==> config.mk <==
export PLATFORM = sky130hd
export DESIGN_NAME = phase_delay_trigger
export DESIGN_NICKNAME = d
export VERILOG_FILES = /design/src/rtl/pdt_pkg.sv /design/src/rtl/pdt_channel.sv /design/src/rtl/phase_delay_trigger.sv
export SDC_FILE = /design/constraint.sdc
export NUM_CORES = 1
export LEC_CHECK = 0
export CAP_MARGIN = 40
export CORE_MARGIN = 8
export CORE_UTILIZATION = 50
export CTS_CLUSTER_SIZE = 12
export DETAILED_ROUTE_END_ITERATION = 7
export PLACE_DENSITY = 0.83
export SYNTH_ARGS = -nofsm -noshare
export SYNTH_HDL_FRONTEND = slang
export SYNTH_SLANG_ARGS = --single-unit
==> constraint.sdc <==
create_clock -name sclock -period 19 [get_ports sclock]
set_input_delay 3.8 -clock sclock [delete_from_list [all_inputs] [get_ports sclock]]
set_output_delay 3.8 -clock sclock [all_outputs]
set_load 0.01 [all_outputs]
==> src/rtl/pdt_pkg.sv <==
// Shared types and constants for the phase delay trigger.
// FSM encoding, repeat-counter width and the minimum usable period.
package pdt_pkg;

  localparam int REP_W      = 8;
  localparam int MIN_PERIOD = 2;

  typedef enum logic [1:0] {
    ST_IDLE,
    ST_RUN,
    ST_FLUSH
  } state_t;

endpackage

==> src/rtl/pdt_channel.sv <==
// One trigger channel: delay compare, pulse stretcher, config error.
// The delay and error flag are captured on arm and held for the burst.
module pdt_channel #(
  parameter int DELAY_W = 32,
  parameter int PULSE_W = 8
) (
  input  logic               sclock,
  input  logic               rst,
  input  logic               arm,
  input  logic               run,
  input  logic [DELAY_W-1:0] delay_in,
  input  logic [DELAY_W-1:0] period_eff,
  input  logic [DELAY_W-1:0] timebase,
  input  logic [PULSE_W-1:0] pulse_len,
  output logic               trigger,
  output logic               cfg_err
);

  logic [DELAY_W-1:0] delay_q;
  logic [PULSE_W-1:0] cnt;
  logic               fire;

  // A channel in error never matches; the timebase stays below the
  // period anyway, the gate keeps intent explicit.
  assign fire = run && !cfg_err && (timebase == delay_q);

  // Capture config on arm; (re)start the pulse on a fire, else count down.
  always_ff @(posedge sclock or posedge rst) begin
    if (rst) begin
      delay_q <= '0;
      cfg_err <= 1'b0;
      trigger <= 1'b0;
      cnt     <= '0;
    end else begin
      if (arm) begin
        delay_q <= delay_in;
        cfg_err <= (delay_in >= period_eff);
      end
      if (fire) begin
        trigger <= 1'b1;
        cnt     <= pulse_len - 1'b1;
      end else if (trigger) begin
        if (cnt == '0) begin
          trigger <= 1'b0;
        end else begin
          cnt <= cnt - 1'b1;
        end
      end
    end
  end

endmodule

==> src/rtl/phase_delay_trigger.sv <==
// Multi-channel phase-delayed trigger generator with burst control.
// Optional abort input is enabled by defining PDT_ABORT_EN.
import pdt_pkg::*;

module phase_delay_trigger #(
  parameter int NUM_CH  = 4,
  parameter int DELAY_W = 32,
  parameter int PULSE_W = 8
) (
  input  logic                      sclock,
  input  logic                      rst,
  input  logic                      rt,
  input  logic [NUM_CH*DELAY_W-1:0] cfg_delay,
  input  logic [DELAY_W-1:0]        cfg_period,
  input  logic [7:0]                cfg_repeat,
  input  logic [PULSE_W-1:0]        cfg_pulse_len,
  output logic [NUM_CH-1:0]         trigger,
  output logic                      busy,
  output logic                      done,
  output logic [NUM_CH-1:0]         cfg_err
`ifdef PDT_ABORT_EN
  ,
  input  logic                      abort
`endif
);

  state_t             state;
  logic               rt_q;
  logic               rt_low;
  logic               arm_edge;
  logic               arm;
  logic               run;
  logic               wrap;
  logic               abort_req;
  logic [DELAY_W-1:0] timebase;
  logic [DELAY_W-1:0] period_q;
  logic [DELAY_W-1:0] period_in;
  logic [REP_W-1:0]   pcnt;
  logic [REP_W-1:0]   pcnt_nxt;
  logic [REP_W-1:0]   repeat_q;
  logic [PULSE_W-1:0] pulse_q;
  logic [PULSE_W-1:0] pulse_in;

`ifdef PDT_ABORT_EN
  assign abort_req = abort;
`else
  assign abort_req = 1'b0;
`endif

  // rt_low blocks an arm until rt has been seen low since reset.
  assign arm_edge  = rt && !rt_q && rt_low;
  assign arm       = (state == ST_IDLE) && arm_edge;
  assign run       = (state == ST_RUN);
  assign wrap      = (timebase == period_q - 1'b1);
  assign pcnt_nxt  = (&pcnt) ? pcnt : pcnt + 1'b1;

  assign period_in = (cfg_period < DELAY_W'(MIN_PERIOD))
                   ? DELAY_W'(MIN_PERIOD) : cfg_period;
  assign pulse_in  = (cfg_pulse_len == '0)
                   ? PULSE_W'(1) : cfg_pulse_len;

  // Registered copy of rt for edge detection, plus low-seen flag.
  always_ff @(posedge sclock or posedge rst) begin
    if (rst) begin
      rt_q   <= 1'b0;
      rt_low <= 1'b0;
    end else begin
      rt_q <= rt;
      if (!rt) begin
        rt_low <= 1'b1;
      end
    end
  end

  // Burst FSM with timebase, period counter and registered status.
  always_ff @(posedge sclock or posedge rst) begin
    if (rst) begin
      state    <= ST_IDLE;
      timebase <= '0;
      pcnt     <= '0;
      period_q <= DELAY_W'(MIN_PERIOD);
      repeat_q <= '0;
      pulse_q  <= PULSE_W'(1);
      busy     <= 1'b0;
      done     <= 1'b0;
    end else begin
      done <= 1'b0;
      unique case (state)
        ST_IDLE: begin
          if (arm) begin
            state    <= ST_RUN;
            timebase <= '0;
            pcnt     <= '0;
            period_q <= period_in;
            repeat_q <= cfg_repeat;
            pulse_q  <= pulse_in;
            busy     <= 1'b1;
          end
        end
        ST_RUN: begin
          if (abort_req) begin
            state <= ST_FLUSH;
          end else if (wrap) begin
            timebase <= '0;
            pcnt     <= pcnt_nxt;
            if (repeat_q != '0) begin
              if (pcnt_nxt == repeat_q) begin
                state <= ST_FLUSH;
              end
            end else if (!rt) begin
              state <= ST_FLUSH;
            end
          end else begin
            timebase <= timebase + 1'b1;
          end
        end
        ST_FLUSH: begin
          if (trigger == '0) begin
            state <= ST_IDLE;
            busy  <= 1'b0;
            done  <= 1'b1;
          end
        end
        default: begin
          state <= ST_IDLE;
          busy  <= 1'b0;
        end
      endcase
    end
  end

  for (genvar i = 0; i < NUM_CH; i++) begin : g_ch
    pdt_channel #(
      .DELAY_W (DELAY_W),
      .PULSE_W (PULSE_W)
    ) u_ch (
      .sclock     (sclock),
      .rst        (rst),
      .arm        (arm),
      .run        (run),
      .delay_in   (cfg_delay[i*DELAY_W +: DELAY_W]),
      .period_eff (period_in),
      .timebase   (timebase),
      .pulse_len  (pulse_q),
      .trigger    (trigger[i]),
      .cfg_err    (cfg_err[i])
    );
  end

endmodule

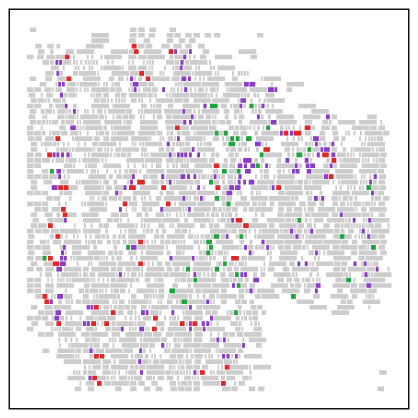
*Gate families picked out, run 1*
Drawn at 2 px/um.
- purple: aoi and oai cells (cells 182)
- red: non-inverting ao/oa cells (cells 56)
- green: and/or cells (cells 41; where centre)

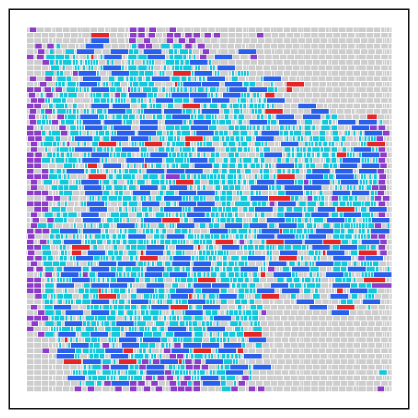
*Cells coloured by class, run 1*
Drawn at 2 px/um. Fill, decap, tap and diode cells in grey.
- purple: remaining buffers and delay cells (cells 200; share of their area 10%)
- blue: sequential cells (cells 262; share of their area 34%)
- red: clock drivers and dummy loads (cells 54; share of their area 5.1%)
- cyan: remaining logic cells (cells 1579; share of their area 51%)
post-route cell area: 0.0199 mm^2
flop share of the area: 0.330
core box area: 0.0333 mm^2
final core utilization: 0.598

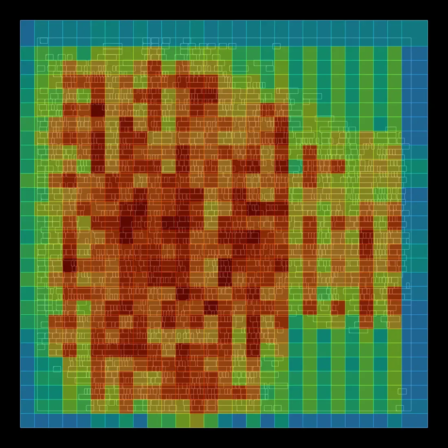
*Routing congestion map, run 1*
DR WL/cell: 21.2 um
gr usage total: 0.272
met2 usage: 0.446

run 1: sequential cells by signal (all words and copies together) (netlist names):
signal and flops:
busy 1, done 1, g_ch.u_ch.cfg_err 4, g_ch.u_ch.cnt 32
g_ch.u_ch.delay_q 128, g_ch.u_ch.trigger 4, pcnt 8, period_q 32
pulse_q 8, repeat_q 8, rt_low 1, rt_q 1
state 2, timebase 32
run 1: through the flow:
stage,cells,utilization
6_report,2543,0.598
5_1_grt,2543,0.598
3_3_place_gp,2485,0.567
4_1_cts,2543,0.598
2_1_floorplan,1937,-
3_5_place_dp,2489,0.568
run 1: power breakdown:
part	internal, W	leakage, nW	switching (W)	total [W]
registers	0.000705	3.39	0.000219	0.000924
clock network	0.000330	0.473	0.000239	0.000568
logic	0.000333	5.41	0.000396	0.000729
total	0.00137	9.28	0.000853	0.00222
==> flow_metrics.tcl, run 1 <==
# place-and-route summary
set metrics [dict create \
    outcome "completed" \
    gp_congestion 1.00 \
    n_all_inverters 53 \
    p_leak_nw 9.28 \
    synth_top_area_share 0.389 \
    grt_util_met3 0.0384 \
    first_pass_iters 5 \
    hpwl_um 41400 \
    busiest_layer "met2" \
    ff_type "dfrtp_1" \
    grt_pass1_vias 15300 \
    clock_skew_ps 36.4 \
    viasPerCell 5.86 \
    floorplan.nets 2256 \
    regToRegSetupSlack_ps 15070 \
    m1WireLength_um 21200 \
    worstPathBufferInverterCount 1 \
    cts_buffers 30 \
    fa_ha_area_frac 0.105 \
    initial_core_util 0.503 \
    timing.final.hold_violations 0 \
    setup_viol 0 \
    nClkBuffers 44 \
    largestClassByArea "combinational gates" \
    min_from "rt_low" \
    antenna_found_initial 0 \
    post_cts_buffers 0 \
    nMultiInputCombCells 1526 \
    routed.top_layer "met4" \
    crit_fanout 5 \
    xor_area_frac 0.119 \
    lay_top_cells "nand2_1, dfrtp_1, clkdlybuf4s50_1, xnor2_1, ha_1" \
    ys_area_mm2 0.0167 \
    ys_sh_aoi 0.0888 \
    clockBufferDepth 3 \
    cts.htree.levels 1 \
    antenna_left 0 \
    buffers 200 \
    drc 0 \
    cp_num_cells 15 \
    fin_tns_setup_ps 0 \
    startpoint "cfg_period[25]" \
    drive_gt1_frac 0.0382 \
    reg2reg_from "period_q[0]" \
    fmax_ghz 0.145 \
    critical-path-top-delay-family "AND-OR/OR-AND gates" \
    cts_resized 0 \
    reg2regPathDepth 11 \
    path_clk_slew_ps 60 \
    num_antenna_cells 0 \
    clkLatencyLatePin_ps 580 \
    die_w_um 199 \
    hold_class "reg -> reg" \
    whs_path_depth 1 \
    powerDensity_mw_per_mm2 112 \
    rows 67 \
    wl_um 54000 \
    ys_cells 1937 \
    synthArstFlopShare 1.00 \
    slowest_stage "a2111oi_0" \
    met3_length_um 3950 \
    grt_pass1_wl_um 83600 \
    r2r_end "pcnt[3]" \
    layout.nonclk_buf_frac 0.100 \
    ff_count 262 \
    wl_met2_um 25200 \
    yosys.area.top_type "dfrtp_1" \
    cp.required_ps 19430 \
    endpoint_kind "register" \
    area_leaders "dfrtp_1, nand2_1, ha_1, xnor2_1, o21ai_0" \
    final_nets 2392 \
    routed-via-count 14900 \
    timing.final.ws_setup_ps 12110 \
    clockRootBuffer "clkbuf_16" \
    whs_endpoint "rt_low" \
    placed_area_mm2 0.0189 \
    grt-ovfl-total 0 \
    clkSinkCount 262 \
    avgSynthCellArea_um2 8.64 \
    netlist_area_mm2 0.0167 \
    edf_count 0 \
    syn_inst 1937 \
    worst_slew_pin_slew_ps 918 \
    ys_warn_count 0 \
    arrival_ps 7330 \
    pin_count 189 \
    nWellTaps 448 \
    most_common_cell "nand2_1" \
    ys_sh_simple 0.239 \
    nFillCells 2825 \
    comb_share 0.482 \
    ys_top_cells_by_count "nand2_1, dfrtp_1, xnor2_1" \
    slowest_delay_ps 550 \
    met1_usage 0.337 \
    logic_family "simple AND/OR/NAND/NOR gates" \
    cp-start-kind "primary input" \
    cts_hold_buf 0 \
    mostFrequentLayoutCell "nand2_1" \
    ys_ff 262 \
    dp_slack_ps 11530 \
    p_total_w 0.00222 \
    seq_area_mm2 0.00656 \
    warnings 32 \
    die_y_um 199 \
    slew_headroom 0.388 \
    cp_cell_sequence "clkdlybuf4s50_1, nor4_1, nand4_1, nor2_1, nor2b_1, ha_1, nand2b_1, a21o_1, a21o_1, a21oi_1, o21ai_0, a2111oi_0, o221ai_1, a21oi_1, o21ai_0" \
    grt_max_degree 109 \
    die_area_mm2 0.0396 \
    irDropWorstVdd_uv 79.5 \
    logic_area_mm2 0.00959 \
    crit_end "g_ch[2].u_ch.cfg_err" \
    area_growth_pct 18.9 \
    clockNetworkAreaShare 0.0492 \
    seq_area_frac_synth 0.392 \
    maxCapViolCount 0 \
    finalCriticalPeriod_ps 6890 \
    numPortBuffers 188 \
    mux_share 0.0207 \
    hold_slack_ps 478 \
    slew_viol_final 0 \
    synth.distinct_cells 65 \
    path_class "in -> reg" \
    post-route-period-util 0.363 \
    drt_iter0_drc 1402 \
    cts_tree "done" \
    grt_setup_unrepaired "false" \
]
### Drive-strength map, run 1

Drawn at 2 px/um.
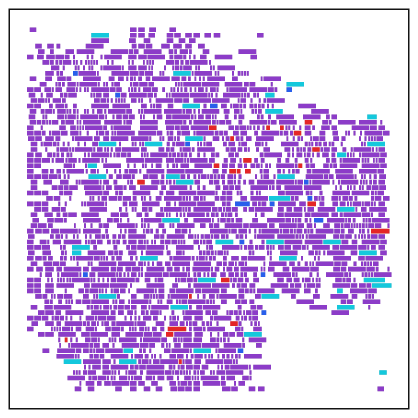

==> run 1 -> run 2 <==
--- a/config.mk
+++ b/config.mk
@@ -10,7 +10,7 @@
 export CORE_UTILIZATION = 50
 export CTS_CLUSTER_SIZE = 12
 export DETAILED_ROUTE_END_ITERATION = 7
-export PLACE_DENSITY = 0.83
+export PLACE_DENSITY = 0.86
 export SYNTH_ARGS = -nofsm -noshare
 export SYNTH_HDL_FRONTEND = slang
 export SYNTH_SLANG_ARGS = --single-unit
==> constraint.sdc (replaced) <==
create_clock -name sclock -period 5.8 [get_ports sclock]
set_input_delay 1.16 -clock sclock [delete_from_list [all_inputs] [get_ports sclock]]
set_output_delay 1.16 -clock sclock [all_outputs]
set_load 0.01 [all_outputs]
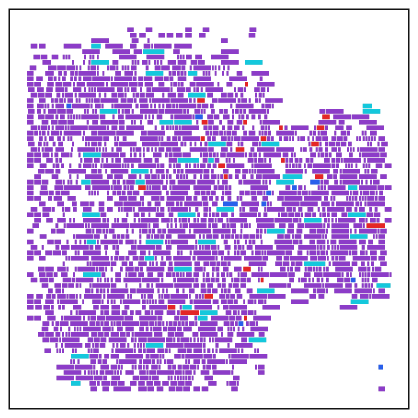
*Drive-strength map, run 2*
Drawn at 2 px/um.
- purple: x1 and smaller (cells 2007; share 96%)
- red: x2 (cells 23; share 1.1%)
- blue: x3 and x4 (cells 10; share 0.48%)
- cyan: x6 and larger (cells 47; share 2.3%)
Non-clk bufs: 196
post-route cell area: 0.0199 mm^2
Area Growth Syn to Fin: 19.0%
worst setup margin: 1700 ps

==> run 2 against run 1 <==
  * Clock power increased to 3.4 times the previous value
  * Count of clock-buffer cells in the layout down 2
  * Total power increased to 3.3 times the previous value
  * Synthesized cell count is the same
  * Flip-flop count unchanged
  * Worst setup slack got worse by 10000 ps
  * Cell area hardly changed
  * Global-route usage grew 0.20 points
  * Register-to-register slack got worse by 13000 ps
  * Non-clock buffer count is 4 lower
  * Utilization is essentially flat
  * Critical path type unchanged
  * Largest power group unchanged
==> flow_metrics.tcl, run 2 <==
# place-and-route summary
set metrics [dict create \
    hold_slack_ps 498 \
    initial_core_util 0.503 \
    netlist_area_mm2 0.0167 \
    slew_viol_final 0 \
    maxCapViolCount 0 \
    p_clk_w 0.00195 \
    cts.htree.levels 1 \
    grt-ovfl-total 0 \
    final_nets 2387 \
    timing.final.hold_violations 0 \
    clockRootBuffer "clkbuf_16" \
    most_common_cell "nand2_1" \
    synthArstFlopShare 1.00 \
    lay_top_cells "nand2_1, dfrtp_1, clkdlybuf4s50_1, xnor2_1, ha_1" \
    r2r_end "pcnt[3]" \
    dpl.cell_count 2485 \
    whs_path_depth 2 \
    min_from "g_ch[0].u_ch.delay_q[12]" \
    antenna_left 0 \
    met1_usage 0.335 \
    pg_comb_w 0.00240 \
    cp-start-kind "primary input" \
    fmax_ghz 0.244 \
    floorplan.nets 2256 \
    seq_power_share 0.410 \
    busiest_layer "met2" \
    slew_headroom 0.292 \
    die_w_um 199 \
    grtUsageMet2 0.442 \
    finalCriticalPeriod_ps 4100 \
    cts_buffers 29 \
    worst_slew_pin_slew_ps 1060 \
    largest_reg_flops 128 \
    xor_area_frac 0.119 \
    post_cts_buffers 0 \
    drive_gt1_frac 0.0383 \
    nFillCells 2756 \
    outcome "completed" \
    crit_end "g_ch[2].u_ch.cfg_err" \
    syn_inst 1937 \
    startpoint "cfg_period[3]" \
    p_int_w 0.00458 \
    dp_slack_ps 1080 \
    avgSynthCellArea_um2 8.64 \
    yosys.area.top_type "dfrtp_1" \
    powerDensity_mw_per_mm2 370 \
    ys_sh_simple 0.239 \
    setup_viol 0 \
    p_total_w 0.00737 \
    clkSinkCount 262 \
    grt_pass1_vias 15300 \
    reg2reg_from "period_q[0]" \
    edf_count 0 \
    post-route-period-util 0.707 \
    placed_area_mm2 0.0189 \
    num_antenna_cells 0 \
    gp_congestion 0.973 \
    top_register "g_ch.u_ch.delay_q" \
    ys_cells 1937 \
    grt.total_usage 0.274 \
    logic_area_mm2 0.00959 \
    viasPerCell 5.93 \
]
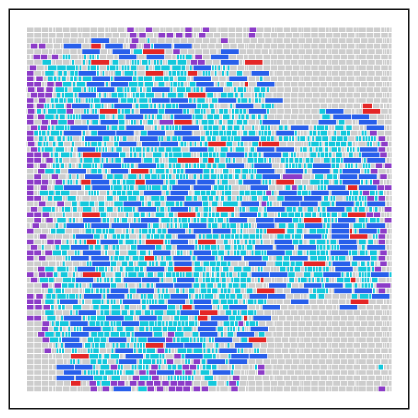
*Cells coloured by class, run 2*
Drawn at 2 px/um. Fill, decap, tap and diode cells in grey.
- cyan: remaining logic cells (cells 1579; share of their area 51%)
- red: clock drivers and dummy loads (cells 50; share of their area 5.2%)
- blue: sequential cells (cells 262; share of their area 34%)
- purple: remaining buffers and delay cells (cells 196; share of their area 10%)
final core utilization: 0.598
flop share of the area: 0.329
row cnt: 67

[run 2: cell counts after synthesis]
Identical to the previous run, type by type.
[run 2: layout make-up]
type	count	share of cell area
well taps	448	0.0282
inverters	53	0.0102
repair buffers	196	0.0998
clock buffers	42	0.0444
multi-input cells	1526	0.482
clock inverters	8	0.00610
flip-flops and latches	262	0.329
[run 2: critical path, stage by stage]
cell	delay, ps
clkdlybuf4s50_1	490
nor4_1	350
nand4_1	330
nor2_1	230
nor2b_1	140
ha_1	290
nand2b_1	150
a21o_1	180
a21o_1	170
a21oi_1	120
o21ai_0	100
a2111oi_0	430
o221ai_1	160
a21oi_1	150
o21ai_0	90
Power is estimated from default activity; no workload was simulated.
